$ cat src/rtl/hazard_fwd_unit.sv
// rtl/hazard_fwd_unit.sv - hazard/forwarding controller: producer scoreboard, load-use stall, flush, halt drain
module hazard_fwd_unit #(
  parameter int REG_AW    = 5,
  parameter int FWD_DEPTH = 2,
  parameter int LOAD_LAT  = 1,
  parameter int SEL_W     = $clog2(FWD_DEPTH + 1)
) (
  input  logic              clk,
  input  logic              rst,
  input  logic              id_valid,
  input  logic [REG_AW-1:0] id_rs1,
  input  logic [REG_AW-1:0] id_rs2,
  input  logic [REG_AW-1:0] id_rd,
  input  logic              id_we,
  input  logic              id_is_load,
  input  logic              id_is_halt,
  input  logic              br_mispred,
  input  logic              resume,
  output logic              stall,
  output logic              flush_if_id,
  output logic              flush_id_ex,
  output logic              fetch_en,
  output logic [SEL_W-1:0]  fwd_a_sel,
  output logic [SEL_W-1:0]  fwd_b_sel,
  output logic              halted
);

  localparam int CNT_W = $clog2(FWD_DEPTH + 2);

  typedef enum logic [1:0] {ST_RUN, ST_DRAIN, ST_HALTED} state_t;

  state_t            r_state, w_state_nxt;
  logic [CNT_W-1:0]  r_cnt, w_cnt_nxt;
  logic [FWD_DEPTH:0] r_vld, r_we, r_ld;
  logic [REG_AW-1:0] r_rd [0:FWD_DEPTH];
  logic [REG_AW-1:0] r_ex_rs1, r_ex_rs2;

  logic w_run, w_flush, w_load_hit, w_issue, w_halt_acc;

  assign w_run   = (r_state == ST_RUN);
  assign w_flush = rst & w_run & br_mispred;

  // A load still inside its latency window cannot feed the instruction now in ID.
  always_comb begin
    w_load_hit = 1'b0;
    for (int k = 0; k < LOAD_LAT; k++) begin
      if (r_vld[k] && r_we[k] && r_ld[k] &&
          ((id_rs1 != '0 && id_rs1 == r_rd[k]) || (id_rs2 != '0 && id_rs2 == r_rd[k])))
        w_load_hit = 1'b1;
    end
  end

  assign stall       = w_run & id_valid & w_load_hit & ~br_mispred;
  assign flush_id_ex = w_flush;
  assign flush_if_id = w_flush | ~w_run;
  assign fetch_en    = w_run & ~stall;
  assign halted      = (r_state == ST_HALTED);
  assign w_issue     = w_run & id_valid & ~stall & ~br_mispred;
  assign w_halt_acc  = w_issue & id_is_halt;

  // Scan oldest to youngest so the youngest eligible producer is the final assignment.
  always_comb begin
    fwd_a_sel = '0;
    fwd_b_sel = '0;
    for (int k = FWD_DEPTH; k >= 1; k--) begin
      if (r_vld[k] && r_we[k] && !(r_ld[k] && k <= LOAD_LAT)) begin
        if (r_ex_rs1 != '0 && r_rd[k] == r_ex_rs1) fwd_a_sel = SEL_W'(k);
        if (r_ex_rs2 != '0 && r_rd[k] == r_ex_rs2) fwd_b_sel = SEL_W'(k);
      end
    end
  end

  always_comb begin
    w_state_nxt = r_state;
    w_cnt_nxt   = r_cnt;
    case (r_state)
      ST_RUN: begin
        if (w_halt_acc) begin
          w_state_nxt = ST_DRAIN;
          w_cnt_nxt   = CNT_W'(FWD_DEPTH + 1);
        end
      end
      ST_DRAIN: begin
        if (r_cnt <= CNT_W'(1)) begin
          w_state_nxt = ST_HALTED;
          w_cnt_nxt   = '0;
        end else begin
          w_cnt_nxt = r_cnt - CNT_W'(1);
        end
      end
      ST_HALTED: begin
        if (resume) w_state_nxt = ST_RUN;
      end
      default: w_state_nxt = ST_RUN;
    endcase
  end

  always_ff @(posedge clk or negedge rst) begin
    if (!rst) begin
      r_state  <= ST_RUN;
      r_cnt    <= '0;
      r_vld    <= '0;
      r_we     <= '0;
      r_ld     <= '0;
      r_ex_rs1 <= '0;
      r_ex_rs2 <= '0;
      for (int k = 0; k <= FWD_DEPTH; k++) r_rd[k] <= '0;
    end else begin
      r_state <= w_state_nxt;
      r_cnt   <= w_cnt_nxt;
      for (int k = 1; k <= FWD_DEPTH; k++) begin
        r_vld[k] <= r_vld[k-1];
        r_we[k]  <= r_we[k-1];
        r_ld[k]  <= r_ld[k-1];
        r_rd[k]  <= r_rd[k-1];
      end
      // The halt occupies a slot so the drain can see it leave, but never writes.
      r_vld[0] <= w_issue;
      r_we[0]  <= w_issue & id_we & ~id_is_halt;
      r_ld[0]  <= w_issue & id_is_load & ~id_is_halt;
      r_rd[0]  <= w_issue ? id_rd : '0;
      r_ex_rs1 <= w_issue ? id_rs1 : '0;
      r_ex_rs2 <= w_issue ? id_rs2 : '0;
    end
  end

endmodule

$ cat config.mk
export PLATFORM = sky130hd
export DESIGN_NAME = hazard_fwd_unit
export DESIGN_NICKNAME = d
export VERILOG_FILES = /design/src/rtl/hazard_fwd_unit.sv
export SDC_FILE = /design/constraint.sdc
export NUM_CORES = 1
export LEC_CHECK = 0
export CORE_MARGIN = 1.5
export CORE_UTILIZATION = 40
export DETAILED_ROUTE_END_ITERATION = 8
export PLACE_DENSITY = 0.64
export RECOVER_POWER = 50
export SLEW_MARGIN = 20
export SYNTH_ARGS = -nofsm -noshare
export SYNTH_HDL_FRONTEND = slang
export SYNTH_SLANG_ARGS = --single-unit
export TNS_END_PERCENT = 1
$ cat constraint.sdc
create_clock -name clk -period 3.4 [get_ports clk]
set_input_delay 0.34 -clock clk [delete_from_list [all_inputs] [get_ports clk]]
set_output_delay 0.34 -clock clk [all_outputs]
set_load 0.02 [all_outputs]
m1.png
Bar = 20 um.
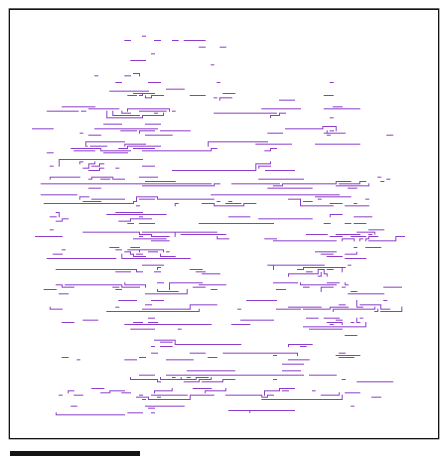
The longest straight run is 26.2 um. The wires run mostly horizontal. 168 nets have wire on it. The layer holds 42% of the routed length.

m2.png
Bar = 20 um. Cells faint in the background.
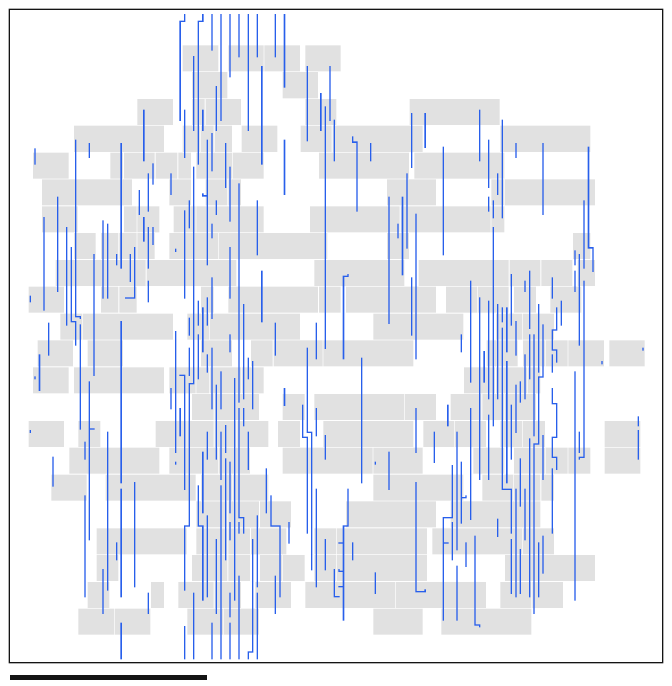
The wires run mostly vertical. 156 nets have wire on it. The longest straight run is 24.5 um.
met2 Track Usage GR: 27.6%
wirelength, routed: 2850 um
Via Count: 1056

m3.png
Bar = 20 um. Cells faint in the background.
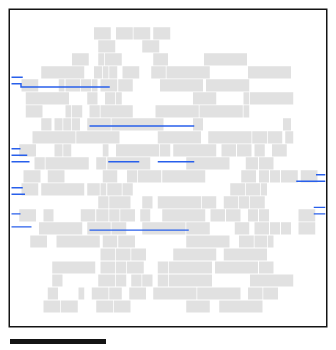
The longest straight run is 21.6 um. The wires run mostly horizontal.

==> changes_impl.md <==
### Implementation results

* Cells after synthesis at approximately 130
* #FFs+latches synth at 37
* Asr flop ratio synth at 100%
* Status: finished with violations
* Initial DRC count at 45
* Hold WC Path Type: reg2reg
* Critical Path Max Stage Delay at 630 ps
* Area contributors post-synth: dfrtp_1 (58%), xnor2_1 (13%), and2_1 (7.1%), nand4_1 (2.4%), xor2_1 (2.2%)
* Vias in the first global route at 1110
* Root Buffer: clkbuf_8
* Slew margin rel. at -21.2%
* Max Fclk at 339 MHz
* Hold Path End: r_vld[1]
* Sequential-to-total area share from yosys stat at between 50% and 60%
* Worst slew pin tran at 1820 ps
* Initial antenna violation count at 0
* Hpwl dp at 2270 um
* EDFF count, synth at 0
* Required time of the critical path at 3060 ps
* FA/HA/MAJ Cells, Area Fraction at 0%
* Setup Skew at 4.13 ps
* Critical R2R Launch: r_state[0]
* Most numerous logic cells after layout: dfrtp_1 (37), clkdlybuf4s50_1 (30), xnor2_1 (24), and2_1 (18)
* Minimum clock period at 2950 ps
* Syn_nets at 155
* Top non-seq family: simple AND/OR/NAND/NOR gates
* # setup viols final at 0
* I/O Pins at 32
* Gr usage total at 15.7%
* CP Cell Sequence: clkdlybuf4s50_1 -> or4_1 -> a21oi_2 -> o22ai_2 -> and3_1 -> nor3_1 -> clkdlybuf4s50_1
* Worst Path Max Fanout at 3
* Post-synth top area cell: dfrtp_1
* Worst-case clock buffer depth at 2
* Final period utilization at between 80% and 90%
* Wire per inst at 13.0 um
* Worst flop-to-flop path endpoint: r_ex_rs1[1]
* Die Area at 0.00437 mm2
* Worst EP arrival at 2610 ps
* R2R depth at 3
* Gr ovfl total at 0
* Final Non-Filler Cells at about 220
* Max Slew Vio Count at 38
* Number of buffers inserted by post-CTS setup repair at 0
* Startpoint types: input port
* Nets@finish at between 150 and 200
* Ao+oa area frac at 5.26%
* Reg2Reg Setup Slack at 1770 ps
* Die Span X at ~66 um
* Violated checks: capacitance limit, slew limit
* Largest net degree at the start of global routing at 38
* Share of cells above drive strength 1 at 7.02%
* Max-cap violation count at 1
* Kind of critical path: in2out
* DR pass1 iterations at 4
==> where the power goes <==
| part | internal (mW) | switching, mW | total, mW |
|---|---|---|---|
| combinational | 0.155 | 0.130 | 0.285 |
| clock | 0.238 | 0.147 | 0.385 |
| sequential | 0.507 | 0.0658 | 0.572 |
==> worst max path at each step <==
| stage | start | to | slack [ps] | cells past startpoint |
|---|---|---|---|---|
| after floorplan | r_ex_rs1[1] | fwd_a_sel[1] | 1160 | 4 |
| after global placement | id_rs2[0] | fetch_en | 480 | 7 |
| after detailed placement | id_rs1[0] | fetch_en | 440 | 7 |
| after CTS | id_rs1[0] | fetch_en | 440 | 7 |
| after global routing | id_rs1[1] | fetch_en | 310 | 7 |
| final | id_rs2[0] | fetch_en | 450 | 7 |
==> per-layer routing <==
metal	track usage (%)	vias up	wire, um
met5	0	-	0
met4	5.36	0	29
met3	5.11	4	108
met2	27.6	19	1500
met1	17.9	504	1210
li1	-	529	-
==> cells by family (layout without fill, tap and decap cells) <==
logic type	count (synthesis)	in the layout
and+or+nand+nor	54	54
DFF	37	37
AOI/OAI and AO/OA	10	10
buffers and inverters	3	42
xor gates and xnor gates	28	28
==> worst max-delay path: cells and delay by family <==
family | cells | cell delay [ps]
buf+inv | 2 | 1090
simple gates | 3 | 890
compound gates | 2 | 280
==> registers in the layout (all words and copies together), names as in the netlist <==
register / cells
r_cnt: 2
r_ex_rs1: 5
r_ex_rs2: 5
r_ld: 2
r_rd: 15
r_state: 2
r_vld: 3
r_we: 3
==> cell usage after synthesis (2+ instances only) <==
cell / number
and3b_1: 2
xor2_1: 4
nand4_1: 6
nor2_1: 6
inv_1: 2
a21oi_2: 2
dfrtp_1: 37
and3_1: 2
o21ai_0: 3
and2_1: 18
or4_1: 4
nor4_1: 4
xnor2_1: 24
nand3_1: 2
nand2_1: 4
nor3_1: 3
==> final cells by class <==
class | instances | area [um2] | share of cell area (%)
clock inverters | 2 | 37.5 | 1.81
inverters | 2 | 7.51 | 0.362
multi-input cells | 92 | 648 | 31.2
well taps | 48 | 60.1 | 2.89
clock buffers | 6 | 82.6 | 3.98
repair buffers | 32 | 314 | 15.1
flip-flops and latches | 37 | 926 | 44.6
==> through the flow <==
stage	setup WS, ps	power [mW]	instance area (um2)	utilization (%)
global route	306	1.33	2080	55.4
detailed placement	437	0.871	1960	52.3
floorplan	1160	0.754	1590	-
finish	454	1.24	2080	55.4
global placement	478	0.863	1960	52.3
CTS	436	1.26	2080	55.5
Power and IR drop assume default switching activity.
